Fig. 1: run 1, track usage over the die
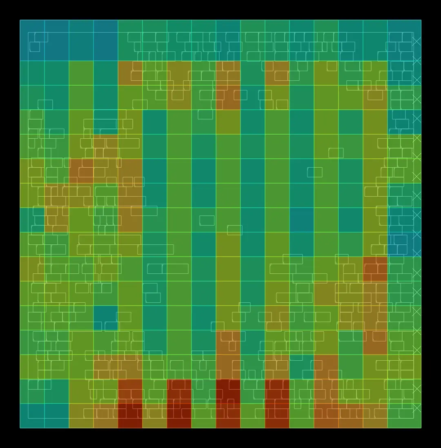
Fig. 2: run 1, M2 wires
(2 px per µm)
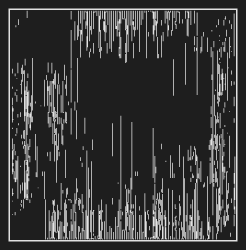
Fig. 3: run 1, wires at chosen ports, followed through buffers
(3 px per µm)
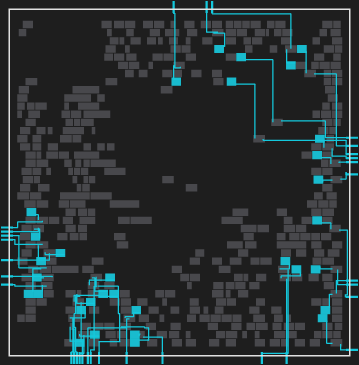
Fig. 4: run 1, pin map
(2 px per µm) Pins as bars across the die edge, other pins in grey.
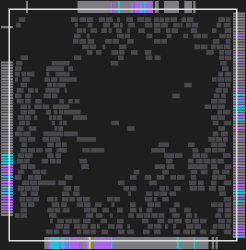
## src/rtl/rmap_wb_pkg.sv

```systemverilog
// Shared types and the round-robin selection helper for the RMAP Wishbone arbiter.
package rmap_wb_pkg;

    localparam int WB_ADR_WIDTH = 32;
    localparam int MAX_MASTERS  = 8;

    typedef enum logic {IDLE, OWNED} state_t;

    // One-hot grant for the first requester found searching upward (circularly)
    // from lastIdx+1; only the low n bits of req take part.
    function automatic logic [MAX_MASTERS-1:0] rrNext(input logic [MAX_MASTERS-1:0] req,
                                                      input int unsigned lastIdx,
                                                      input int unsigned n);
        logic [MAX_MASTERS-1:0] gnt;
        logic [2:0]             idx;
        gnt = '0;
        for (int unsigned k = 1; k <= MAX_MASTERS; k++) begin
            idx = 3'((lastIdx + k) % n);
            if (k <= n && gnt == '0 && req[idx]) gnt[idx] = 1'b1;
        end
        return gnt;
    endfunction

endpackage

```

## src/rtl/rmap_wb_watchdog.sv

```systemverilog
// Stall watchdog: counts stb cycles with neither ack nor err and emits a
// one-cycle expiry pulse at TIMEOUT_CYCLES-1, then restarts.
module rmap_wb_watchdog #(
    parameter int TIMEOUT_CYCLES = 256
) (
    input  logic clk,
    input  logic rst,
    input  logic stb,
    input  logic ack,
    input  logic err,
    output logic timeout
);

    localparam int CNT_W = (TIMEOUT_CYCLES > 2) ? $clog2(TIMEOUT_CYCLES) : 1;

    logic [CNT_W-1:0] cnt;
    logic             stalled;

    assign stalled = stb && !ack && !err;
    assign timeout = stalled && (cnt == CNT_W'(TIMEOUT_CYCLES - 1));

    always_ff @(posedge clk) begin
        if (!rst)                  cnt <= '0;
        else if (!stalled || timeout) cnt <= '0;
        else                       cnt <= cnt + 1'b1;
    end

endmodule

```

## src/rtl/rmap_wb_arbiter.sv

```systemverilog
// Round-robin Wishbone B4 classic arbiter; grant is held for a master's whole cyc.
// Optional stall watchdog enabled by defining RMAP_WB_ARB_TIMEOUT_EN.
module rmap_wb_arbiter
    import rmap_wb_pkg::*;
#(
    parameter int NUM_MASTERS    = 2,
    parameter int BUS_WIDTH      = 32,
    parameter int TIMEOUT_CYCLES = 256
) (
    input  logic                                  clk,
    input  logic                                  rst,
    input  logic [NUM_MASTERS-1:0]                mCycIn,
    input  logic [NUM_MASTERS-1:0]                mStbIn,
    input  logic [NUM_MASTERS-1:0]                mWeIn,
    input  logic [NUM_MASTERS*WB_ADR_WIDTH-1:0]   mAdrIn,
    input  logic [NUM_MASTERS*(BUS_WIDTH/8)-1:0]  mSelIn,
    input  logic [NUM_MASTERS*BUS_WIDTH-1:0]      mDatIn,
    output logic [NUM_MASTERS-1:0]                mAckOut,
    output logic [NUM_MASTERS-1:0]                mErrOut,
    output logic [BUS_WIDTH-1:0]                  mDatOut,
    output logic                                  sCycOut,
    output logic                                  sStbOut,
    output logic                                  sWeOut,
    output logic [WB_ADR_WIDTH-1:0]               sAdrOut,
    output logic [BUS_WIDTH/8-1:0]                sSelOut,
    output logic [BUS_WIDTH-1:0]                  sDatOut,
    input  logic [BUS_WIDTH-1:0]                  sDatIn,
    input  logic                                  sAckIn,
    input  logic                                  sErrIn,
    output logic [NUM_MASTERS-1:0]                grantOut,
    output logic                                  busyOut,
    output logic                                  timeoutOut
);

    localparam int SEL_W = BUS_WIDTH / 8;
    localparam int IDX_W = (NUM_MASTERS > 1) ? $clog2(NUM_MASTERS) : 1;

    state_t                 state, state_nxt;
    logic [NUM_MASTERS-1:0] grant, grant_nxt;
    logic [IDX_W-1:0]       last_idx, last_idx_nxt;
    logic [MAX_MASTERS-1:0] req_ext, rr_gnt;
    logic                   timeout_pulse;

    always_comb begin
        req_ext = '0;
        for (int i = 0; i < NUM_MASTERS; i++) req_ext[i] = mCycIn[i];
        rr_gnt = rrNext(req_ext, 32'(last_idx), NUM_MASTERS);
    end

    always_comb begin
        state_nxt    = state;
        grant_nxt    = grant;
        last_idx_nxt = last_idx;
        case (state)
            IDLE: begin
                grant_nxt = '0;
                if (|mCycIn) begin
                    state_nxt = OWNED;
                    for (int i = 0; i < NUM_MASTERS; i++) begin
                        grant_nxt[i] = rr_gnt[i];
                        if (rr_gnt[i]) last_idx_nxt = IDX_W'(i);
                    end
                end
            end
            OWNED: begin
                // Release on the owner's cyc drop leaves one dead cycle in IDLE.
                if (!(|(mCycIn & grant))) begin
                    state_nxt = IDLE;
                    grant_nxt = '0;
                end
            end
            default: begin
                state_nxt = IDLE;
                grant_nxt = '0;
            end
        endcase
    end

    always_ff @(posedge clk) begin
        if (!rst) begin
            state    <= IDLE;
            grant    <= '0;
            last_idx <= IDX_W'(NUM_MASTERS - 1);
        end else begin
            state    <= state_nxt;
            grant    <= grant_nxt;
            last_idx <= last_idx_nxt;
        end
    end

    // AND-OR mux on the one-hot grant: a zero grant forces the whole slave bus low.
    always_comb begin
        sCycOut = 1'b0;
        sStbOut = 1'b0;
        sWeOut  = 1'b0;
        sAdrOut = '0;
        sSelOut = '0;
        sDatOut = '0;
        for (int i = 0; i < NUM_MASTERS; i++) begin
            if (grant[i]) begin
                sCycOut = sCycOut | mCycIn[i];
                sStbOut = sStbOut | mStbIn[i];
                sWeOut  = sWeOut  | mWeIn[i];
                sAdrOut = sAdrOut | mAdrIn[WB_ADR_WIDTH*i +: WB_ADR_WIDTH];
                sSelOut = sSelOut | mSelIn[SEL_W*i +: SEL_W];
                sDatOut = sDatOut | mDatIn[BUS_WIDTH*i +: BUS_WIDTH];
            end
        end
    end

`ifdef RMAP_WB_ARB_TIMEOUT_EN
    rmap_wb_watchdog #(
        .TIMEOUT_CYCLES(TIMEOUT_CYCLES)
    ) u_watchdog (
        .clk     (clk),
        .rst     (rst),
        .stb     (sStbOut),
        .ack     (sAckIn),
        .err     (sErrIn),
        .timeout (timeout_pulse)
    );
`else
    assign timeout_pulse = 1'b0;
`endif

    assign mAckOut    = grant & mCycIn & {NUM_MASTERS{sAckIn}};
    assign mErrOut    = (grant & mCycIn & {NUM_MASTERS{sErrIn}}) | (grant & {NUM_MASTERS{timeout_pulse}});
    assign mDatOut    = sDatIn;
    assign grantOut   = grant;
    assign busyOut    = (state == OWNED);
    assign timeoutOut = timeout_pulse;

endmodule
```

## config.mk

```make
export PLATFORM = sky130hd
export DESIGN_NAME = rmap_wb_arbiter
export DESIGN_NICKNAME = d
export VERILOG_FILES = /design/src/rtl/rmap_wb_pkg.sv /design/src/rtl/rmap_wb_watchdog.sv /design/src/rtl/rmap_wb_arbiter.sv
export SDC_FILE = /design/constraint.sdc
export NUM_CORES = 1
export LEC_CHECK = 0
export CORE_AREA = 2 2 111 113
export CTS_CLUSTER_DIAMETER = 100
export DETAILED_ROUTE_END_ITERATION = 7
export DIE_AREA = 0 0 113 115
export GPL_TIMING_DRIVEN = 0
export PLACE_DENSITY = 0.54
export SLEW_MARGIN = 20
export SYNTH_ARGS = -nofsm -noshare
export SYNTH_HDL_FRONTEND = slang
export SYNTH_SLANG_ARGS = --single-unit
```

## constraint.sdc

```tcl
create_clock -name clk -period 1.3 [get_ports clk]
set_input_delay 0.26 -clock clk [delete_from_list [all_inputs] [get_ports clk]]
set_output_delay 0.26 -clock clk [all_outputs]
set_load 0.02 [all_outputs]
```

==> report_table.html, run 1 <==
<h3>Flow metrics</h3>
<table>
<tr><th>Metric</th><th>Value</th></tr>
<tr><th colspan="2">Outcome</th></tr>
<tr><td>Outcome</td><td>finished, violations left</td></tr>
<tr><td>Violated checks</td><td>design-rule violations, negative setup slack</td></tr>
<tr><th colspan="2">Final layout</th></tr>
<tr><td>Most used logic cell in the final layout</td><td>clkdlybuf4s50_1</td></tr>
<tr><td>Cell group occupying the most layout area</td><td>non-clock buffers</td></tr>
<tr><td>Net total in the final layout</td><td>595</td></tr>
<tr><td>Multi-input comb cells</td><td>91</td></tr>
<tr><td>Storage cell area</td><td>87.6 µm²</td></tr>
<tr><th colspan="2">Floorplan</th></tr>
<tr><td>Die Area</td><td>13000 µm²</td></tr>
<tr><th colspan="2">Clock network</th></tr>
<tr><td>Number of setup buffers added after CTS</td><td>7</td></tr>
<tr><td>PostCTS Resize Cnt</td><td>403</td></tr>
<tr><td>CTS HTree Levels</td><td>1</td></tr>
<tr><th colspan="2">Logic synthesis</th></tr>
<tr><td>Adder share</td><td>0%</td></tr>
<tr><td>Sequential element share of the synthesized area</td><td>about 6.5%</td></tr>
<tr><td>Ranking of synthesized cells by instance count</td><td>71 x a22o_1, 46 x buf_4, 4 x and3_1, 4 x dfxtp_1, 3 x buf_6</td></tr>
<tr><td>Xor/xnor share of the synthesized area</td><td>0%</td></tr>
<tr><td>Post-synthesis instance area</td><td>1230 µm²</td></tr>
<tr><td>Share of flip-flops with an asynchronous set or reset after synthesis</td><td>0%</td></tr>
<tr><td>Yosys stat chip area</td><td>1230 µm²</td></tr>
<tr><td>Mean instance size in the synthesized netlist</td><td>8.36 µm²</td></tr>
<tr><th colspan="2">Drt</th></tr>
<tr><td>Routed Wire Length</td><td>8.64 mm</td></tr>
<tr><td>Antenna viol nets, final</td><td>0</td></tr>
<tr><td>Count of unresolved DRC violations after routing</td><td>19</td></tr>
<tr><td>Metal3 WL</td><td>around 900 µm</td></tr>
<tr><th colspan="2">Pwr</th></tr>
<tr><td>Power dissipated in sequential cells</td><td>between 100 and 150 µW</td></tr>
<tr><td>Leakage component of the power</td><td>around 1.9 nW</td></tr>
<tr><td>Switching pwr</td><td>just under 800 µW</td></tr>
<tr><td>Sequential cell fraction of total power</td><td>6.3%</td></tr>
<tr><th colspan="2">Place</th></tr>
<tr><td>Count of buffers from port buffering</td><td>253</td></tr>
<tr><td>Routability-driven placement congestion ratio</td><td>0.804</td></tr>
<tr><th colspan="2">Global route</th></tr>
<tr><td>Global-route wire length before repair</td><td>12.1 mm</td></tr>
<tr><th colspan="2">STA</th></tr>
<tr><td>Post-Route Setup TNS</td><td>-12.58 ns</td></tr>
<tr><td>Number of failing setup endpoints in the final timing report</td><td>between 70 and 80</td></tr>
<tr><td>Min setup slack post-route</td><td>-0.199 ns</td></tr>
<tr><td>Worst clock skew</td><td>roughly 0.00073 ns</td></tr>
<tr><th colspan="2">Critical path</th></tr>
<tr><td>Startpoint of the most critical setup path</td><td>grantOut[0]$_SDFFE_PN0P_</td></tr>
<tr><td>CP Data Arrival Time</td><td>1.24 ns</td></tr>
</table>
## Picture notes: Fig. 1
GRT Overall Usage: 11.4%
met2 GRT Util: 22.2%
routed wire length per instance: 15.4 µm

## Picture notes: Fig. 2
main direction = vertical
wire length on this layer = 4520 µm
nets with wire on the layer = 534
longest straight run = 81.9 µm
share of all routed wire = 52%

## Picture notes: Fig. 3
cyan -> sDatOut  # bits 32, direction output, edge 12 south, 10 east, 7 west, 3 north, end cells 32, buffers 32, wire 834 µm

## Picture notes: Fig. 4
cyan -> sDatOut  # pins 32, direction output, edge 12 south, 10 east, 7 west, 3 north
purple -> mDatIn  # pins 64, direction input, edge 21 east, 20 south, 14 west, 9 north
yellow -> sWeOut  # pins 1, direction output, edge south

==> run 1: critical path, stage by stage, from the launching register on <==
cell and delay [ns]:
dfxtp_4 0.36, buf_12 0.15, buf_12 0.14, a22o_1 0.23, buf_6 0.14
==> run 1: final timing paths <==
check | to | slack [ns] | depth (start not counted)
max | sDatOut[18] | -0.20 | 4
min | grantOut[0]$_SDFFE_PN0P_ | 0.34 | 3
max reg2reg | grantOut[1]$_SDFFE_PN0P_ | 0.24 | 5
min reg2reg | last_idx$_SDFFE_PN1P_ | 0.52 | 2
==> run 1: through the flow <==
stage | area [µm²] | utilization [%]
global placement | 3950 | 33.4
floorplan | 1230 | -
global route | 4260 | 36.1
CTS | 4110 | 34.8
detailed placement | 3950 | 33.4
finish | 4260 | 36.1
Fig. 5: run 1, signal wires by layer
(3 px per µm)
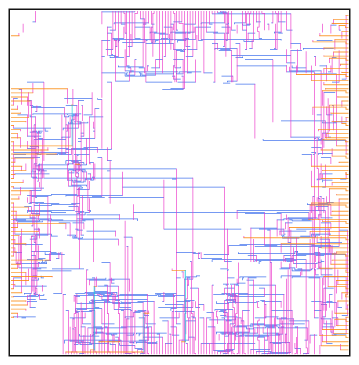

==> run 1 -> run 2 <==
Settings changed: CORE_AREA 2 2 111 113 to 10 10 104 106, CTS_CLUSTER_DIAMETER 100 to unset, DIE_AREA 0 0 113 115 to 0 0 114 116, PLACE_DENSITY 0.54 to 0.69.
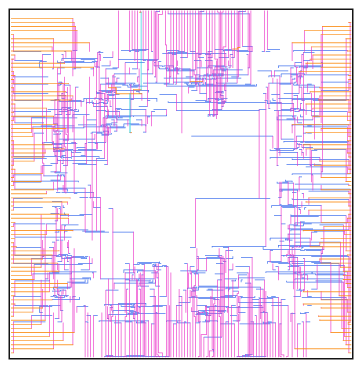
Fig. 6. Signal wires by layer (run 2).
(3 px per µm)
magenta -> metal 2  # wire length 5450 µm
blue -> metal 1  # wire length 3480 µm
cyan -> metal 4  # wire length 38.8 µm
orange -> metal 3  # wire length 1520 µm

==> run 2 against run 1 <==
  * The run ends with negative setup slack left
  * Count of clock-buffer cells in the layout is the same
  * Area after synthesis did not move
  * Cell count fell by 8.5%
  * Non-clock buffer count is 9 lower
  * Via count fell by 3.6%
  * Synthesized cell count did not move
  * Worst setup slack improved by 0.0042 ns
  * Largest power group unchanged
==> report_table.html, run 2 <==
<h3>Flow metrics</h3>
<table>
<tr><th>Metric</th><th>Value</th></tr>
<tr><th colspan="2">Outcome</th></tr>
<tr><td>Outcome</td><td>finished, violations left</td></tr>
<tr><td>Violated checks</td><td>negative setup slack</td></tr>
<tr><th colspan="2">Final layout</th></tr>
<tr><td>Most used logic cell in the final layout</td><td>clkdlybuf4s50_1</td></tr>
<tr><td>Storage cell area</td><td>85.1 µm²</td></tr>
<tr><td>Cell group occupying the most layout area</td><td>non-clock buffers</td></tr>
<tr><th colspan="2">Drt</th></tr>
<tr><td>Antenna viol nets, final</td><td>0</td></tr>
<tr><td>Count of unresolved DRC violations after routing</td><td>0</td></tr>
<tr><td>Routed wire length per instance</td><td>20.4 µm</td></tr>
<tr><th colspan="2">Floorplan</th></tr>
<tr><td>Die Area</td><td>13200 µm²</td></tr>
<tr><th colspan="2">Critical path</th></tr>
<tr><td>Startpoint of the most critical setup path</td><td>grantOut[1]$_SDFFE_PN0P_</td></tr>
<tr><td>R2R setup slack</td><td>0.35 ns</td></tr>
<tr><td>Capturing element of the worst setup path</td><td>sAdrOut[16]</td></tr>
<tr><td>Gate family responsible for the most delay along the worst path</td><td>buffers and inverters</td></tr>
<tr><td>Critical Path Most Common Cell</td><td>buf_6</td></tr>
<tr><td>Worst-case reg-to-reg path depth</td><td>4</td></tr>
<tr><td>Cells along the critical path</td><td>buf_12, buf_6, a22o_1, buf_6</td></tr>
<tr><th colspan="2">STA</th></tr>
<tr><td>Min setup slack post-route</td><td>-0.194 ns</td></tr>
<tr><td>Number of failing setup endpoints in the final timing report</td><td>around 74</td></tr>
<tr><th colspan="2">Pwr</th></tr>
<tr><td>Leakage component of the power</td><td>around 1.8 nW</td></tr>
<tr><th colspan="2">Min path</th></tr>
<tr><td>Hold Path Sink</td><td>grantOut[0]$_SDFFE_PN0P_</td></tr>
<tr><th colspan="2">Logic synthesis</th></tr>
<tr><td>Mean instance size in the synthesized netlist</td><td>8.36 µm²</td></tr>
<tr><th colspan="2">Place</th></tr>
<tr><td>Routability-driven placement congestion ratio</td><td>between 0.7 and 0.8</td></tr>
</table>
==> run 2: cell families after synthesis <==
group,count (synthesis),share of synthesized area [%]
AOI/OAI and AO/OA,78,54.9
buffers and inverters,52,32.0
DFF,4,6.52
other,1,0.305
and+or+nand+nor,12,6.31
==> run 2: layer usage <==
| metal | track usage, % | share of wire [%] |
|---|---|---|
| met4 | 1.50 | 0.36 |
| met1 | 13.4 | 33 |
| met3 | 7.49 | 15 |
| met5 | 0 | 0 |
| met2 | 26.4 | 52 |
==> run 2: power by group <==
group	switching [mW]	internal [mW]
logic	0.668	0.950
registers	0.0143	0.134
clock network	0.0608	0.197
total	0.743	1.28
==> run 2: timing repair <==
item                                    CTS  global route
gates resized                           338            61
buffers inserted                          2             0
pin swaps                                 0             4
cloned                                    0             1
endpoints found under the setup margin   78            76
Fig. 7: run 2, pin map
(2 px per µm) Pins as bars across the die edge, other pins in grey.
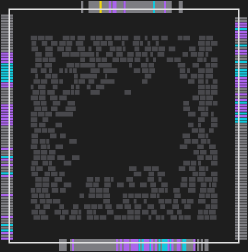

==> run 2 -> run 3 <==
Settings changed: SKIP_LAST_GASP set to 1.
Clock period 1.3 ns to 1.5 ns, I/O delays scaled along.
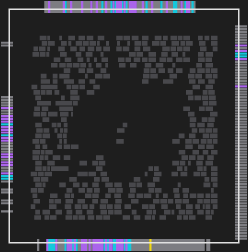
Fig. 8. Pin map (run 3).
(2 px per µm) Pins as bars across the die edge, other pins in grey.
purple -> mDatIn  # pins 64, direction input, edge 24 south, 22 north, 14 west, 4 east
cyan -> sDatOut  # pins 32, direction output, edge 14 south, 12 north, 4 west, 2 east
yellow -> sWeOut  # pins 1, direction output, edge south
all pins by edge = 89 south, 82 north, 79 east, 39 west

==> run 3 against run 2 <==
  * The flow still finishes with violations (negative setup slack)
  * Routed wire length increased by 4.7%
  * Sequential share of layout area about the same
  * Via count increased by 2.5%
  * Cell count increased by 1.6%
  * Worst setup slack improved by 0.10 ns
  * Largest power group unchanged
  * Highest routed layer unchanged
==> report_table.html, run 3 <==
<h3>Flow metrics</h3>
<table>
<tr><th>Metric</th><th>Value</th></tr>
<tr><th colspan="2">Outcome</th></tr>
<tr><td>Outcome</td><td>finished, violations left</td></tr>
<tr><td>Violated checks</td><td>negative setup slack</td></tr>
<tr><th colspan="2">Pwr</th></tr>
<tr><td>Comb power</td><td>1.46 mW</td></tr>
<tr><td>Sw Share</td><td>36.6%</td></tr>
<tr><td>Logic gate share of total power</td><td>80.3%</td></tr>
<tr><td>Switching pwr</td><td>between 600 and 700 µW</td></tr>
<tr><th colspan="2">Global route</th></tr>
<tr><td>Top Usage Layer GRT</td><td>met2</td></tr>
<tr><td>Met3 routing resource usage after global routing</td><td>roughly 5.4%</td></tr>
<tr><td>Global-route wire length before repair</td><td>15.0 mm</td></tr>
<tr><td>Met2 GRT Util</td><td>28.6%</td></tr>
<tr><th colspan="2">STA</th></tr>
<tr><td>Worst clock skew</td><td>between 0.0004 and 0.0005 ns</td></tr>
<tr><td>Min setup slack post-route</td><td>-0.0939 ns</td></tr>
<tr><td>Number of failing setup endpoints in the final timing report</td><td>45</td></tr>
<tr><th colspan="2">Min path</th></tr>
<tr><td>Hold Path Sink</td><td>grantOut[0]$_SDFFE_PN0P_</td></tr>
<tr><th colspan="2">Clock network</th></tr>
<tr><td>CTS HTree Levels</td><td>1</td></tr>
<tr><th colspan="2">Drt</th></tr>
<tr><td>Antenna viol nets, final</td><td>0</td></tr>
<tr><td>Count of unresolved DRC violations after routing</td><td>0</td></tr>
<tr><td>Metal3 WL</td><td>1.05 mm</td></tr>
<tr><th colspan="2">Logic synthesis</th></tr>
<tr><td>Mean instance size in the synthesized netlist</td><td>~8.4 µm²</td></tr>
<tr><th colspan="2">Final layout</th></tr>
<tr><td>Post-layout util</td><td>46.2%</td></tr>
</table>
## run 3: cell count changes in the layout (fill, tap and decap cells not counted), sizes merged
cell,previous run,this run
clkbuf,5,4
dlygate4sd2,2,4
buf,128,135
## run 3: logic make-up (layout without fill, tap and decap cells)
kind of cell / Yosys count / after routing / share of synthesized area [%]
AND-OR/OR-AND: 78 / 78 / 54.9
other: 1 / 1 / 0.305
flip-flops: 4 / 4 / 6.52
AND/OR/NAND/NOR: 12 / 12 / 6.31
buffers and inverters: 52 / 319 / 32.0
## run 3: per-stage QoR
stage	total power [mW]	instance area [µm²]
after floorplan	0.722	1230
after global placement	1.55	3900
after detailed placement	1.56	3900
after CTS	1.81	3940
after global routing	1.91	4010
final	1.82	4010
Power figures rest on the tool's default switching activity, not on a simulated workload.
